<file path="src/rtl/microwave_timer_ctrl.sv">
// Microwave controller: countdown cook timer, power duty cycling, door pause/resume, timed bell.
// Optional child lock (extra input lock) is enabled by defining MWAVE_CHILD_LOCK_EN.
module microwave_timer_ctrl #(
    parameter int unsigned TIME_W      = 8,
    parameter int unsigned PWR_W       = 2,
    parameter int unsigned BELL_CYCLES = 4
) (
    input  logic              clk,
    input  logic              nrst,
    input  logic              door,
    input  logic              start,
    input  logic              cancel,
`ifdef MWAVE_CHILD_LOCK_EN
    input  logic              lock,
`endif
    input  logic              tick,
    input  logic [TIME_W-1:0] time_in,
    input  logic [PWR_W-1:0]  power,
    output logic              heat,
    output logic              light,
    output logic              bell,
    output logic [TIME_W-1:0] remaining,
    output logic              busy
);

    localparam int unsigned BCNT_W = (BELL_CYCLES > 1) ? $clog2(BELL_CYCLES) : 1;
    localparam logic [BCNT_W-1:0] BELL_LAST = BCNT_W'(BELL_CYCLES - 1);

    typedef enum logic [2:0] {
        StIdle,
        StOpen,
        StCook,
        StPause,
        StHold,
        StBell
    } state_t;

    state_t             state_q, state_d;
    logic [TIME_W-1:0]  rem_q, rem_d;
    logic [PWR_W-1:0]   phase_q, phase_d;
    logic [PWR_W-1:0]   pwr_q, pwr_d;
    logic [BCNT_W-1:0]  bcnt_q, bcnt_d;
    logic               start_ok;

`ifdef MWAVE_CHILD_LOCK_EN
    assign start_ok = start && !lock;
`else
    assign start_ok = start;
`endif

    // Priority: door > cancel > start/tick.
    always_comb begin
        state_d = state_q;
        rem_d   = rem_q;
        phase_d = phase_q;
        pwr_d   = pwr_q;
        bcnt_d  = bcnt_q;
        unique case (state_q)
            StIdle: begin
                if (door) begin
                    state_d = StOpen;
                end else if (start_ok && (time_in != '0)) begin
                    state_d = StCook;
                    rem_d   = time_in;
                    pwr_d   = power;
                    phase_d = '0;
                end
            end
            StOpen: begin
                if (!door) state_d = StIdle;
            end
            StCook: begin
                if (door) begin
                    state_d = StPause;
                end else if (cancel) begin
                    state_d = StIdle;
                    rem_d   = '0;
                end else if (tick) begin
                    if (rem_q > TIME_W'(1)) begin
                        rem_d   = rem_q - TIME_W'(1);
                        phase_d = phase_q + PWR_W'(1);
                    end else begin
                        state_d = StBell;
                        rem_d   = '0;
                        bcnt_d  = '0;
                    end
                end
            end
            StPause: begin
                if (!door) state_d = StHold;
            end
            StHold: begin
                if (door) begin
                    state_d = StPause;
                end else if (cancel) begin
                    state_d = StIdle;
                    rem_d   = '0;
                end else if (start_ok) begin
                    state_d = StCook;
                end
            end
            StBell: begin
                if (door) begin
                    state_d = StOpen;
                end else if (cancel) begin
                    state_d = StIdle;
                end else if (bcnt_q == BELL_LAST) begin
                    state_d = StIdle;
                end else begin
                    bcnt_d = bcnt_q + BCNT_W'(1);
                end
            end
            default: state_d = StIdle;
        endcase
    end

    // Outputs are decoded from next-state values so they register alongside the state.
    always_ff @(posedge clk or negedge nrst) begin
        if (!nrst) begin
            state_q <= StIdle;
            rem_q   <= '0;
            phase_q <= '0;
            pwr_q   <= '0;
            bcnt_q  <= '0;
            heat    <= 1'b0;
            light   <= 1'b0;
            bell    <= 1'b0;
            busy    <= 1'b0;
        end else begin
            state_q <= state_d;
            rem_q   <= rem_d;
            phase_q <= phase_d;
            pwr_q   <= pwr_d;
            bcnt_q  <= bcnt_d;
            heat    <= (state_d == StCook) && (phase_d <= pwr_d);
            light   <= (state_d == StOpen) || (state_d == StCook) ||
                       (state_d == StPause) || (state_d == StHold);
            bell    <= (state_d == StBell);
            busy    <= (state_d == StCook) || (state_d == StPause) || (state_d == StHold);
        end
    end

    assign remaining = rem_q;

endmodule

</file>
<file path="config.mk">
export PLATFORM = sky130hd
export DESIGN_NAME = microwave_timer_ctrl
export DESIGN_NICKNAME = d
export VERILOG_FILES = /design/src/rtl/microwave_timer_ctrl.sv
export SDC_FILE = /design/constraint.sdc
export NUM_CORES = 1
export LEC_CHECK = 0
export CAP_MARGIN = 20
export CORE_ASPECT_RATIO = 0.5
export CORE_MARGIN = 3
export CORE_UTILIZATION = 25
export DETAILED_ROUTE_END_ITERATION = 10
export GPL_TIMING_DRIVEN = 1
export HOLD_SLACK_MARGIN = 0.03
export PLACE_DENSITY = 0.47
export SETUP_SLACK_MARGIN = 0.4
export SYNTH_ARGS = -nofsm -noshare
export SYNTH_HDL_FRONTEND = slang
export SYNTH_SLANG_ARGS = --single-unit
</file>
<file path="constraint.sdc">
create_clock -name clk -period 2.59 [get_ports clk]
set_clock_uncertainty 0.15 [all_clocks]
set_input_delay 0.518 -clock clk [delete_from_list [all_inputs] [get_ports clk]]
set_output_delay 0.518 -clock clk [all_outputs]
set_load 0.05 [all_outputs]
</file>
Floorplan with the power grid:
Scale: 6 px per um. Pins as bars on the die edge.
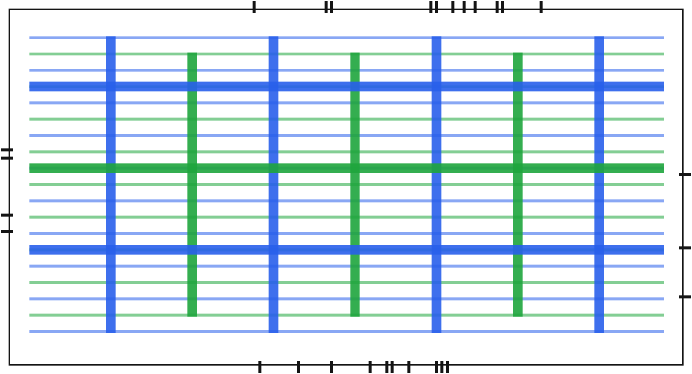
blue -> VSS
green -> VDD
met4 straps = 7
signal pins = 28

==> results.yml <==
# flow metrics
floorplan:
  core-area_um2: 5180
  rows: 18
  die_h_um: 59.0
  die_area_um2: 6610
  initCoreUtil_pct: 27.1
critical_path:
  rr_worst_depth: 10
  cp.required_ns: 2.61
  cp-start-kind: "flip-flop"
  r2r_end: "heat"
cells_and_area:
  fin_util_pct: 41.5
  final_cells: 273
  comb_share_pct: 42.1
  inv_count: 9
  design.seq.count: 21
  drive_above_1_share_pct: 35.0
  register_area_um2: 532
  seq_area_share_pct: 24.8
  final-nonclk-buf-share_pct: 23.6
flow_run:
  drv_cap: 0
timing:
  slew_viol_final: 0
  rsz0062_at_grt: "true"
  final.setup.tns_ns: 0
  slew_headroom_pct: 66.4
  setup_ws_ns: 0.281
  hold_viol_final: 0
  worst_pin_slew_ns: 0.503
  fin_crit_sh_pct: 89.2
  final.min_clock_period_ns: 2.31
  setup_viol: 0
logic_synthesis:
  yosysUniqueCellTypes: 47
  netlist_area_um2: 1410
  edf_count: 0
  synth_top_cell_by_count: "dfrtp_1"
  ys_cells: 146
  postSynthCellCount: 146
  floorplan.nets: 167
  synth_area_leader_cell: "dfrtp_1"
  ys_warn_count: 0
  flop_cell: "dfrtp_1"
  ys_seq_share_pct: 37.4
clocking:
  clk_pin_slew_ns: 0.06
  clk_latency_ns: 0.25
  cts_tree: "built"
  clk_path_buf_depth: 2
  h-tree-depth: 1
  cts_resized: 38
  cts_sinks: 21
  cts_buffers: 3
grt:
  met1_usage_pct: 15.8
  grt_pass1_wl_um: 6240
  antenna_found_initial: 0
  grtUsageTotal_pct: 11.9
  grt-ovfl-total: 0
power_and_ir_drop:
  peakVddDrop_mv: 0.396
  clkPwrFrac_pct: 15.9
  p_seq_share_pct: 27.4
  powerDensity_nw_per_um2: 985
  p_leak_nw: 0.932
hold_path:
  hp-class: "primary input to async pin"
drt:
  drt_pass1_iterations: 4
  avgViaCountPerCell: 4.74
  ant_nets: 0
  wl_per_cell_um: 13.7
placed_design:
  routabilityCongestion: 0.759
  dp_hpwl_um: 2750
run_status:
  status: "finished, final reports clean"
Sizing map:
Scale: 3 px per um.
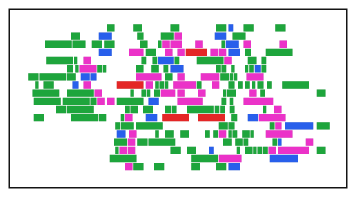
green -> drive 1 or less  # cells 132, share 65%, most used dfrtp_1
red -> drive 6 and up  # cells 4, share 2.0%, most used clkbuf_16
blue -> drive 2  # cells 21, share 10%, most used clkdlybuf4s15_2
magenta -> drive 3 to 4  # cells 46, share 23%, most used buf_4

cells by family (layout without fill, tap and decap cells):
group	after synthesis	after routing	synth area share [%]
simple gates	53	53	25.2
compound gates	48	48	24.2
flops	21	21	37.4
xor+xnor	1	1	0.623
buf+inv	14	71	5.16
fa+ha+maj	5	5	4.45
mux	4	4	2.94
flip-flops by register name, summed over array words and instances (netlist names):
signal,count
state_q,3
pwr_q,2
busy,1
light,1
phase_q,2
remaining,8
heat,1
bcnt_q,2
bell,1
critical path, stage by stage, from the launching register on:
cell	delay, ns
dfrtp_2	0.48
nor3_1	0.42
nand3_4	0.14
nand3_1	0.12
mux2i_1	0.25
o21a_1	0.14
ha_1	0.14
inv_1	0.05
a21oi_2	0.12
a21oi_1	0.05
nor3b_1	0.18
power groups by stage:
| stage | sequential, mW | combinational [mW] | clock, mW |
|---|---|---|---|
| final | 0.580 | 1.20 | 0.337 |
| after global routing | 0.603 | 1.30 | 0.360 |
| after CTS | 0.582 | 1.16 | 0.347 |
| after detailed placement | 0.594 | 1.08 | 0 |
| after global placement | 0.598 | 1.07 | 0 |
| after floorplan | 0.810 | 0.509 | 0 |
placed cells by master, fill, tap and decap left out, drive strengths merged, types with 6 or more instances in the layout:
cell	instances
a21oi	11
o21ai	17
clkdlybuf4s50	9
inv	9
dlygate4sd2	8
dfrtp	21
buf	33
nor2	15
nand2	6
worst max path at each step:
stage,startpoint,endpoint,slack [ns],cells after the start
6_report,remaining[2],heat,0.28,10
5_1_grt,remaining[2],heat,0.13,10
4_1_cts,remaining[0],heat,0.31,11
2_1_floorplan,remaining[1],heat,0.30,11
3_5_place_dp,time_in[1],heat,-0.36,9
3_3_place_gp,time_in[1],heat,-0.42,9
layer usage:
layer	wire length [um]	vias up
met5	0	-
met4	34	0
met2	1690	17
met3	134	2
li1	-	661
met1	1870	613
Power figures rest on the tool's default switching activity, not on a simulated workload.
